Figure 1. Signal wires on met1.
Supply wires on this layer in gray.
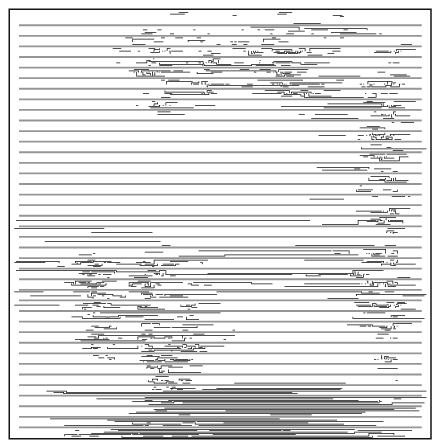
Figure 2. Metal 2.
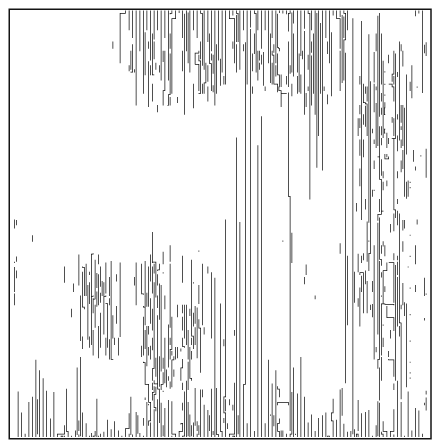
===== config.mk =====
export PLATFORM = sky130hd
export DESIGN_NAME = mem_arbiter
export DESIGN_NICKNAME = d
export VERILOG_FILES = /design/src/rtl/mem_arbiter.sv
export SDC_FILE = /design/constraint.sdc
export NUM_CORES = 1
export LEC_CHECK = 0
export CAP_MARGIN = 0
export CORE_AREA = 2 2 106 108
export CTS_BUF_LIST = sky130_fd_sc_hd__clkbuf_2 sky130_fd_sc_hd__clkbuf_4 sky130_fd_sc_hd__clkbuf_8
export CTS_CLUSTER_DIAMETER = 80
export DETAILED_ROUTE_END_ITERATION = 6
export DIE_AREA = 0 0 108 110
export GPL_TIMING_DRIVEN = 0
export PLACE_DENSITY = 0.7
export REMOVE_ABC_BUFFERS = 1
export SYNTH_ARGS = -nofsm -noshare
export SYNTH_HDL_FRONTEND = slang
export SYNTH_SLANG_ARGS = --single-unit

===== constraint.sdc =====
create_clock -name clk -period 3 [get_ports clk]
set_input_delay 0.3 -clock clk [delete_from_list [all_inputs] [get_ports clk]]
set_output_delay 0.3 -clock clk [all_outputs]
set_load 0.01 [all_outputs]

===== src/rtl/mem_arbiter.sv =====
// Three-way memory arbiter (icache, dcache, page-table walker) onto one memory port.
// Round-robin grant with per-requester beat locking and icache kill draining.
module mem_arbiter #(
    parameter int XLEN = 32
) (
    input  logic            clk,
    input  logic            rst,
    input  logic            ic_req,
    input  logic [XLEN-1:0] ic_addr,
    input  logic            ic_lock,
    input  logic            ic_kill,
    output logic            ic_ack,
    input  logic            dc_req,
    input  logic [XLEN-1:0] dc_addr,
    input  logic            dc_w_en,
    input  logic [XLEN-1:0] dc_w_data,
    input  logic            dc_lock,
    output logic            dc_ack,
    input  logic            ptw_req,
    input  logic [XLEN-1:0] ptw_addr,
    output logic            ptw_ack,
    output logic [XLEN-1:0] arb_r_data,
    output logic            mem_req,
    output logic [XLEN-1:0] mem_addr,
    output logic            mem_w_en,
    output logic [XLEN-1:0] mem_w_data,
    input  logic            mem_ack,
    input  logic [XLEN-1:0] mem_r_data,
    output logic [2:0]      grant_o
);

    typedef enum logic [1:0] {IDLE, BUSY, DRAIN} state_t;

    state_t                 state, state_nx;
    logic [2:0]             grant, grant_nx, pick, acks;
    logic [1:0]             last_idx, last_nx, gidx;
    logic [2:0]             req, lock, req_elig;
    logic [2:0][XLEN-1:0]   addr;
    logic                   kill;

    // Requester index order is {ptw, dc, ic} everywhere.
    assign req      = {ptw_req, dc_req, ic_req};
    assign lock     = {1'b0, dc_lock, ic_lock};
    assign addr     = {ptw_addr, dc_addr, ic_addr};
    assign req_elig = req & {2'b11, ~ic_kill};
    assign kill     = grant[0] & ic_kill;
    assign gidx     = grant[2] ? 2'd2 : (grant[1] ? 2'd1 : 2'd0);

    // Scan from the farthest candidate inward so the nearest one after last_idx wins.
    always_comb begin
        int c;
        pick = '0;
        for (int k = 3; k >= 1; k--) begin
            c = (int'(last_idx) + k) % 3;
            if (req_elig[c]) pick = 3'b001 << c;
        end
    end

    always_comb begin
        state_nx = state;
        grant_nx = grant;
        last_nx  = last_idx;
        acks     = '0;
        case (state)
            IDLE: begin
                if (|pick) begin
                    grant_nx = pick;
                    state_nx = BUSY;
                end
            end
            BUSY: begin
                if (mem_ack) begin
                    if (!kill) acks = grant;
                    if (kill || !(|(grant & lock & req))) begin
                        state_nx = IDLE;
                        grant_nx = '0;
                        last_nx  = gidx;
                    end
                end else if (kill) begin
                    state_nx = DRAIN;
                end
            end
            DRAIN: begin
                if (mem_ack) begin
                    state_nx = IDLE;
                    grant_nx = '0;
                    last_nx  = 2'd0;
                end
            end
            default: begin
                state_nx = IDLE;
                grant_nx = '0;
            end
        endcase
    end

    always_ff @(posedge clk or posedge rst) begin
        if (rst) begin
            state    <= IDLE;
            grant    <= '0;
            last_idx <= 2'd2;
        end else begin
            state    <= state_nx;
            grant    <= grant_nx;
            last_idx <= last_nx;
        end
    end

    always_comb begin
        mem_addr = '0;
        for (int i = 0; i < 3; i++)
            if (grant[i]) mem_addr = mem_addr | addr[i];
    end

    assign mem_req    = (state != IDLE);
    assign mem_w_en   = grant[1] & dc_w_en;
    assign mem_w_data = dc_w_data;
    assign arb_r_data = mem_r_data;
    assign grant_o    = grant;
    assign ic_ack     = acks[0];
    assign dc_ack     = acks[1];
    assign ptw_ack    = acks[2];

endmodule


==> ds_physical_params.txt <==
Table: implementation figures

Parameter                              Value

Outcome
  Run status .................. finished, violations left
  Failing checks .................. design-rule violations

Timing
  Minimum hold slack .................. approximately 340 ps
  Worst slew pin tran .................. 1310 ps
  Minimum clock period after layout .................. 2680 ps
  Hold Fails Final Rpt .................. 0
  RSZ-0062 raised after global routing .................. false
  Setup_tns .................. 0 ps
  Achievable clock frequency .................. approximately 0.37 GHz
  Final clock skew .................. between 1 and 1.5 ps
  Relative slew slack .................. 0.126
  Final worst-path cycle share .................. 0.892

Detailed routing
  Number of violations reported at the end of detailed-routing iteration 0 .................. 294
  DRC Markers .................. 2
  Number of nets with antenna violations after routing .................. 0
  Via density per instance .................. 4.75
  Number of optimization iterations in the first detailed-route pass .................. 7

Layout
  Final Non-Filler Cells .................. 436
  Finished Core Util .................. 0.265
  Sequential portion of the cell area .................. 0.0623
  Number of flip-flops and latches .................. 7
  Number of fillers in the final layout .................. between 1,000 and 1,500
  Comb_multi_in .................. 98
  Area delta synth->final .................. 68.1%
  Number of nets in the layout .................. 469
  Clock tree cell share of total cell area .................. 0.0172
  Number of non-clock inverters in the layout .................. 40
  Multi-input gate area in the final layout .................. 825 um2
  Dominant kind of cell by area .................. buffers
  Sequential cell area .................. approximately 180 um2
  Data-path buffer share of cell area in the final layout .................. 0.513
  Commonest Layout Cell .................. sky130_fd_sc_hd__clkdlybuf4s50_1
  Share of final-layout standard cells stronger than drive strength 1 .................. 0.0544
  Layout buffer count excluding clock buffers .................. between 100 and 150

Yosys
  Yosys warnings .................. 0
  Part of the Yosys area used for sequential elements .................. 0.105
  Most instantiated flip-flop cell in the synthesis netlist .................. sky130_fd_sc_hd__dfrtp_1
  Number of distinct library cell variants in the gate-level netlist after synthesis .................. 40
  Post-synthesis instance total .................. 221
  # Cells Yosys .................. 221
  Synthesized registers .................. 7
  Yosys chip area .................. 0.00168 mm2
  Post-Synthesis Cell Area .................. 0.00168 mm2
  Average instance area after synthesis .................. approximately 7.6 um2
  Share of synthesized registers carrying an async set or reset .................. 1.00

Floorplan
  Core box area .................. roughly 0.011 mm2
  Row cnt .................. 38
  Init Core Util .................. 0.157
  Die Span X .................. 108 um
  Count of pins on the block boundary .................. 274
  Die height .................. 110 um
  Full die area .................. 0.0119 mm2
  Tap cell count .................. 140

CTS
  Total of hold buffers inserted after clock tree synthesis .................. 0
  CTS Buf Count .................. 3
  H-tree depth .................. 1
  Post-CTS setup-driven buffer insertion count .................. 0
  Bufs on Longest Clock Path .................. 2
  CTS clk-pin slew, worst paths .................. approximately 40 ps

Critical path
  Number of buffers and inverters on the critical path .................. 2
  Kind of cell adding the most delay to the critical path .................. flip-flops
  Delay of the slowest cell on the worst path .................. ~1200 ps
  Critical path startpoint category .................. flip-flop
  CP endpoint kind .................. output port
  CP max FO .................. 39
  Cells traversed along the worst timing path .................. a222oi_1 -> inv_1 -> clkdlybuf4s50_1
  Required time of the critical path .................. roughly 2700 ps
  Start-to-end type of the worst setup path .................. flip-flop to output port

GRT
  Total overflow reported by the global router .................. 0
  Vias in the first global route .................. 1,936
  Number of antenna violations at the first check in global routing .................. 6
  Pin count of the biggest net entering global routing .................. 40
  Wire length of the first global-routing pass .................. 16,100 um

Power
  Leakage power .................. 1.20 nW
  Worst supply voltage drop on vdd .................. ~0.25 mV
  Total design power .................. roughly 2.0 mW

Placement
  I/O Buffers .................. 145
  Number of placed instances with taps included .................. between 400 and 500
  Gp weighted congestion .................. about 0.73

Job
  Max cap viols .................. 0
  Log Warnings .................. 28
-- Figure 1 (at the start) --
wire length on this layer = 4,310 um
share of all routed wire = 34%

-- Figure 2 (at the start) --
nets with wire on the layer = 408
main direction = vertical
longest straight run = 107 um
share of all routed wire = 40%
met2 capacity usage during global routing: 0.268
routed vias: 2,073
final wirelength: 12,600 um

-- cell families after synthesis --
logic type	after synthesis	share of synthesized area
fa+ha+maj	4	0.0297
buf+inv	116	0.406
compound gates	58	0.315
mux	2	0.0178
simple gates	34	0.127
flops	7	0.105
-- layer usage --
layer,vias to the layer above,share of wire,GRT usage
li1,894,-,-
met1,942,0.34,0.204
met2,207,0.40,0.268
met3,18,0.24,0.223
met4,12,0.014,0.0467
met5,-,0.012,0.0670
-- where the power goes --
| group | internal [mW] | leakage (nW) | switching [mW] |
|---|---|---|---|
| Clock | 0.101 | 0.0262 | 0.0412 |
| Sequential | 0.135 | 0.0879 | 0.217 |
| Combinational | 0.905 | 1.08 | 0.599 |
-- state kept, by name, summed over array words and instances, names as in the netlist --
signal	count
state	2
grant_o	3
last_idx	2
-- through the flow --
| stage | area, um2 | worst slack [ps] |
|---|---|---|
| 2_1_floorplan | 1150 | 872 |
| 3_3_place_gp | 2780 | 569 |
| 5_1_grt | 2830 | 117 |
| 3_5_place_dp | 2780 | 554 |
| 6_report | 2830 | 325 |
| 4_1_cts | 2830 | 326 |
-- final timing paths --
kind	startpoint	slack, ps	depth (start not counted)	to
worst max-delay path	grant_o[1]$_DFFE_PP0P_	320	3	mem_addr[14]
worst min-delay path	rst	340	2	last_idx[0]$_DFFE_PP0P_
worst max register to register	last_idx[0]$_DFFE_PP0P_	690	6	grant_o[0]$_DFFE_PP0P_
worst min register to register	last_idx[1]$_DFFE_PP1P_	600	1	last_idx[1]$_DFFE_PP1P_
max in group asynchronous	rst	2400	2	last_idx[1]$_DFFE_PP1P_
min in group clk	mem_r_data[10]	600	0	arb_r_data[10]
-- Yosys cell counts, types with 2 or more instances --
| library cell | n | area share |
|---|---|---|
| sky130_fd_sc_hd__nand3b_1 | 4 | 0.018 |
| sky130_fd_sc_hd__and2_1 | 2 | 0.0074 |
| sky130_fd_sc_hd__and3_1 | 4 | 0.015 |
| sky130_fd_sc_hd__o21ai_0 | 2 | 0.0059 |
| sky130_fd_sc_hd__a21o_1 | 3 | 0.013 |
| sky130_fd_sc_hd__dfrtp_1 | 6 | 0.089 |
| sky130_fd_sc_hd__mux2_4 | 2 | 0.018 |
| sky130_fd_sc_hd__a21oi_1 | 2 | 0.0059 |
| sky130_fd_sc_hd__nor2b_1 | 2 | 0.0074 |
| sky130_fd_sc_hd__o211ai_1 | 3 | 0.013 |
| sky130_fd_sc_hd__a22o_1 | 3 | 0.016 |
| sky130_fd_sc_hd__nor3_1 | 2 | 0.0059 |
| sky130_fd_sc_hd__nand2_1 | 9 | 0.020 |
| sky130_fd_sc_hd__ha_1 | 4 | 0.030 |
| sky130_fd_sc_hd__inv_1 | 40 | 0.089 |
| sky130_fd_sc_hd__clkbuf_1 | 9 | 0.020 |
| sky130_fd_sc_hd__o2111ai_1 | 3 | 0.016 |
| sky130_fd_sc_hd__buf_4 | 64 | 0.29 |
| sky130_fd_sc_hd__buf_1 | 2 | 0.0045 |
| sky130_fd_sc_hd__o21ai_1 | 2 | 0.0059 |
| sky130_fd_sc_hd__a222oi_1 | 32 | 0.19 |
| sky130_fd_sc_hd__nand2b_1 | 3 | 0.011 |
Power figures rest on the tool's default switching activity, not on a simulated workload.
